`src/rtl/pipeline_hazard_ctrl.sv`:
```
// Pipeline sequencing controller: per-bar hold/advance/flush decisions for the four
// pipeline register bars and the PC, with memory-wait and halt-drain FSM plus perf counters.
module pipeline_hazard_ctrl #(
  parameter int CNT_W = 16,
  parameter int REG_W = 5
) (
  input  logic             CLK,
  input  logic             nRST,
  input  logic             ihit,
  input  logic             dhit,
  input  logic             mem_dREN,
  input  logic             mem_dWEN,
  input  logic             ex_dREN,
  input  logic [REG_W-1:0] ex_wsel,
  input  logic [REG_W-1:0] id_rs,
  input  logic [REG_W-1:0] id_rt,
  input  logic             redirect,
  input  logic             mem_halt,
  output logic             en_1,
  output logic             en_2,
  output logic             en_3,
  output logic             en_4,
  output logic             flush_1,
  output logic             flush_2,
  output logic             flush_3,
  output logic             flush_4,
  output logic             pc_en,
  output logic             halted,
  output logic [CNT_W-1:0] stall_cnt,
  output logic [CNT_W-1:0] flush_cnt,
  output logic [1:0]       dbg_state
);

  typedef enum logic [1:0] {
    RUN     = 2'd0,
    MEMWAIT = 2'd1,
    DRAIN   = 2'd2,
    HALT    = 2'd3
  } state_t;

  state_t           r_state;
  state_t           w_next;
  logic [CNT_W-1:0] r_stall_cnt;
  logic [CNT_W-1:0] r_flush_cnt;
  // Bit 0 of each vector is bar 1 (IF/ID), bit 3 is bar 4 (MEM/WB).
  logic [3:0]       w_en;
  logic [3:0]       w_fl;
  logic             w_pc_en;
  logic             w_inc_flush;
  logic             w_load_use;
  logic             w_mem_busy;

  assign w_load_use = ex_dREN && (ex_wsel != '0) &&
                      ((ex_wsel == id_rs) || (ex_wsel == id_rt));
  assign w_mem_busy = (mem_dREN || mem_dWEN) && !dhit;

  always_comb begin
    w_next      = r_state;
    w_en        = 4'b0000;
    w_fl        = 4'b0000;
    w_pc_en     = 1'b0;
    w_inc_flush = 1'b0;
    case (r_state)
      RUN, MEMWAIT: begin
        // MEMWAIT freezes everything until dhit; on the dhit cycle the RUN
        // priorities apply, and w_mem_busy is already false because dhit=1.
        if (!((r_state == MEMWAIT) && !dhit)) begin
          w_next = RUN;
          if (mem_halt) begin
            w_fl   = 4'b0111;
            w_en   = 4'b1000;
            w_next = DRAIN;
          end else if (w_mem_busy) begin
            w_next = MEMWAIT;
          end else if (redirect) begin
            w_fl        = 4'b0111;
            w_en        = 4'b1000;
            w_pc_en     = 1'b1;
            w_inc_flush = 1'b1;
          end else if (w_load_use) begin
            w_fl = 4'b0010;
            w_en = 4'b1100;
          end else if (!ihit) begin
            w_fl = 4'b0001;
            w_en = 4'b1110;
          end else begin
            w_en    = 4'b1111;
            w_pc_en = 1'b1;
          end
        end
      end
      DRAIN: begin
        w_fl   = 4'b0111;
        w_en   = 4'b1000;
        w_next = HALT;
      end
      HALT: begin
        w_next = HALT;
      end
      default: begin
        w_next = RUN;
      end
    endcase
  end

  // Flush wins over enable; everything is quiet while reset is asserted.
  assign en_1    = nRST & w_en[0] & ~w_fl[0];
  assign en_2    = nRST & w_en[1] & ~w_fl[1];
  assign en_3    = nRST & w_en[2] & ~w_fl[2];
  assign en_4    = nRST & w_en[3] & ~w_fl[3];
  assign flush_1 = nRST & w_fl[0];
  assign flush_2 = nRST & w_fl[1];
  assign flush_3 = nRST & w_fl[2];
  assign flush_4 = nRST & w_fl[3];
  assign pc_en   = nRST & w_pc_en;

  assign halted    = (r_state == HALT);
  assign stall_cnt = r_stall_cnt;
  assign flush_cnt = r_flush_cnt;
  assign dbg_state = r_state;

  always_ff @(posedge CLK) begin
    if (!nRST) begin
      r_state     <= RUN;
      r_stall_cnt <= '0;
      r_flush_cnt <= '0;
    end else begin
      r_state <= w_next;
      if (!w_pc_en && (r_state != HALT) && (r_stall_cnt != {CNT_W{1'b1}}))
        r_stall_cnt <= r_stall_cnt + CNT_W'(1);
      if (w_inc_flush && (r_flush_cnt != {CNT_W{1'b1}}))
        r_flush_cnt <= r_flush_cnt + CNT_W'(1);
    end
  end

endmodule
```
`config.mk`:
```
export PLATFORM = sky130hd
export DESIGN_NAME = pipeline_hazard_ctrl
export DESIGN_NICKNAME = d
export VERILOG_FILES = /design/src/rtl/pipeline_hazard_ctrl.sv
export SDC_FILE = /design/constraint.sdc
export NUM_CORES = 1
export LEC_CHECK = 0
export ABC_AREA = 1
export CAP_MARGIN = 20
export CORE_MARGIN = 1.5
export CORE_UTILIZATION = 48
export CTS_BUF_LIST = sky130_fd_sc_hd__clkbuf_4
export CTS_CLUSTER_SIZE = 14
export DETAILED_ROUTE_END_ITERATION = 10
export PLACE_DENSITY = 0.82
export SYNTH_ARGS = -nofsm -noshare
export SYNTH_HDL_FRONTEND = slang
export SYNTH_SLANG_ARGS = --single-unit
```
`constraint.sdc`:
```
create_clock -name CLK -period 2.1 [get_ports CLK]
set_input_delay 0.21 -clock CLK [delete_from_list [all_inputs] [get_ports CLK]]
set_output_delay 0.21 -clock CLK [all_outputs]
set_load 0.005 [all_outputs]
```
==> images/drive_strength.png <==
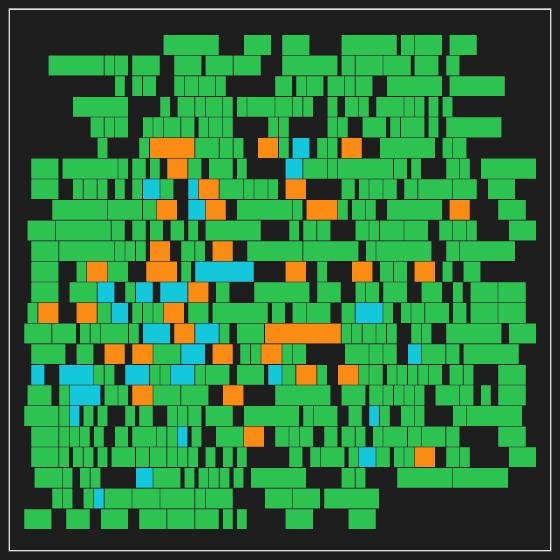
| colour | size | cells | share | most used |
|---|---|---|---|---|
| orange | drive 3 to 4 | 33 | 7.7% | buf_4 |
| cyan | drive 2 | 27 | 6.3% | nand2_2 |
| green | drive 1 or less | 369 | 86% | nand2_1 |

==> images/wire_density.png <==
Bar = 20 µm. The die is cut into 14 by 14 equal tiles; dark blue is low, red is high, scaled to the fullest tile. Values are wire area over tile area, all layers added.
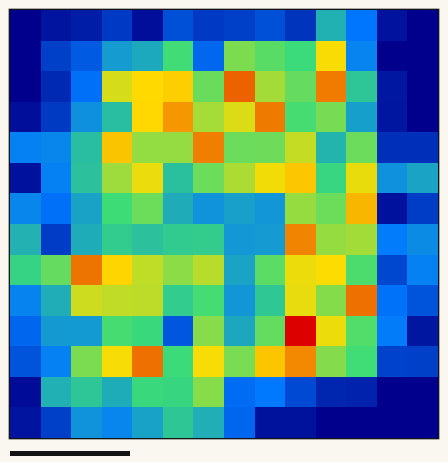
nearly empty tiles: 7.1%
fullest tile: 0.46
tiles over half the peak: 38%
mean over tiles: 0.18

==> images/density.png <==
Bar = 20 µm. The die is cut into 7 by 7 equal tiles; dark blue is low, red is high, 0 to 100% covered.
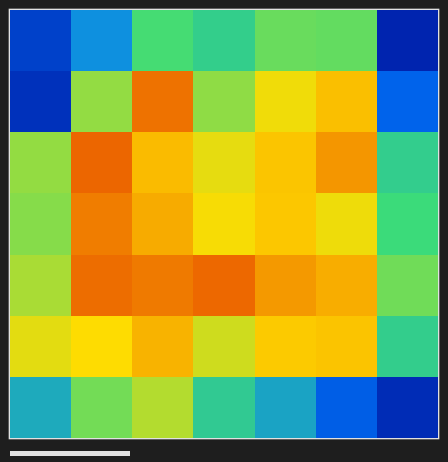
emptiest ninth of the die: top left
fullest tile: 88%
mean over tiles: 61%
tiles over 75% full: 35%

==> images/final_congestion.png <==
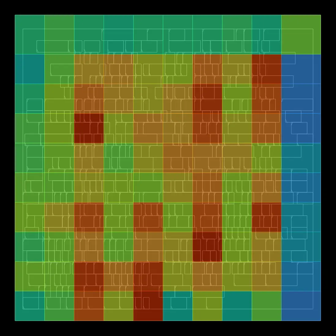
global-route track usage on met1: 31.7%
busiest metal layer after global routing: met2

==> results_slide.txt <==
Run Summary

Layout
  – Final Core Density: 71.1%
  – Flop share of the area: 21.7%
  – Combinational gate area: 1360 µm²
  – Count of plain and timing-repair buffers: 89
  – Relative area change from synthesis to final layout: 40.5%
  – Clock network share of area: 1.51%
  – Most numerous logic cells after layout: 85 x sky130_fd_sc_hd__nand2_1, 55 x sky130_fd_sc_hd__clkdlybuf4s50_1, 38 x sky130_fd_sc_hd__inv_1, 33 x sky130_fd_sc_hd__dfxtp_1, 32 x sky130_fd_sc_hd__nor2_1
  – Commonest non-fill, non-tap cell in the layout: sky130_fd_sc_hd__nand2_1
  – Filler cell count: 360
  – Count of sequential standard cells: 34
  – Footprint of the flip-flops and latches: 682 µm²
  – Count of antenna diodes in the layout: 0
  – Final design instance area without fill: 3140 µm²
  – Layout buffering overhead excluding clock cells: 26.3%

Power and ir drop
  – Part of the power in registers: 51.7%
  – Psw: 378 µW
  – Power consumed by sequential cells: 673 µW
  – Total clock network power: 346 µW
  – Logic power comb: 283 µW
  – VDD IR max: 0.000323 V

Setup path
  – Highest net fanout along the worst path: 2
  – Crit-path cells: clkdlybuf4s50_1 > inv_1 > a21oi_2 > nand2_1 > nor3_2 > buf_4 > clkdlybuf4s50_1
  – Worst setup path category: in2out
  – Critical Path Source Type: input port
  – Total buffers and inverters traversed by the critical path: 4
  – Startpoint of the most critical register-to-register path: stall_cnt[1]
  – Critical Path AT: 1.78 ns
  – Kind of end point of the critical path: output port
  – Worst R2R Path Depth: 7

Timing
  – Final hold vios: 0
  – Shortest period the worst path allows: 1.99 ns
  – Share of the cycle needed by the critical path after routing: 94.9%
  – Relative slew margins: 66.6%
  – Maximum operating frequency: 502 MHz
  – Max Transition Viols Final: 0
  – Setup Total Neg Slack: 0 ns
  – Final setup skew: 0.0129 ns

Global route
  – Met2 track demand over resource: 37.4%
  – Global-route total usage across every layer: 23.2%
  – Pin count of the biggest net entering global routing: 22

Synthesis
  – Multiplexer share of the synthesized area: 0%
  – Mapped Area: 2240 µm²
  – Synthesized chip area reported by yosys: 2240 µm²
  – Area share of and-or/or-and cells after synthesis: 11.5%
  – Synth top area cells: sky130_fd_sc_hd__dfxtp_1 30%, sky130_fd_sc_hd__nand2_1 15%, sky130_fd_sc_hd__a21oi_1 7.2%
  – Most instantiated cells after synthesis: 88 x sky130_fd_sc_hd__nand2_1, 38 x sky130_fd_sc_hd__inv_1, 34 x sky130_fd_sc_hd__dfxtp_1, 32 x sky130_fd_sc_hd__a21oi_1, 32 x sky130_fd_sc_hd__nor2_1
  – Adder-cell share of the synthesized area: 1.12%
  – Yosys xor share: 9.01%
  – Simple-gate share of the synthesized area: 37.3%
  – Average footprint of a synthesized cell: 6.52 µm²
  – Cells after Synth: 343

Detailed routing
  – Routed wire length per instance: 12.2 µm
  – DR pass1 iterations: 4
  – Met1 layer wirelength in the final routing: 2720 µm
  – Wire length on met2: 2790 µm
  – Overall via count from detail_route: 2480
  – Initial DRC count: 175

CTS
  – Max Buffers Root-to-Sink: 2
  – Clock transition at the register clock pins on the worst setup and hold paths after CTS: 0.10 ns
  – Clock root cell: sky130_fd_sc_hd__clkbuf_4
  – Count of buffers added by post-CTS timing repair for setup: 1
  – H-Tree Depth: 2

Placed design
  – Routability cong.: 0.906
  – Total placed cells including tap cells: 473
  – Setup Slack @ Placement: -0.268 ns
  – Placed wire-length estimate: 4350 µm

Worst hold path
  – Number of instances on the worst hold path: 2
  – Worst hold path type: reg2reg

Run status
  – Outcome: completed

Die
  – Die extent in y: 71.3 µm
Power and IR drop assume default switching activity.
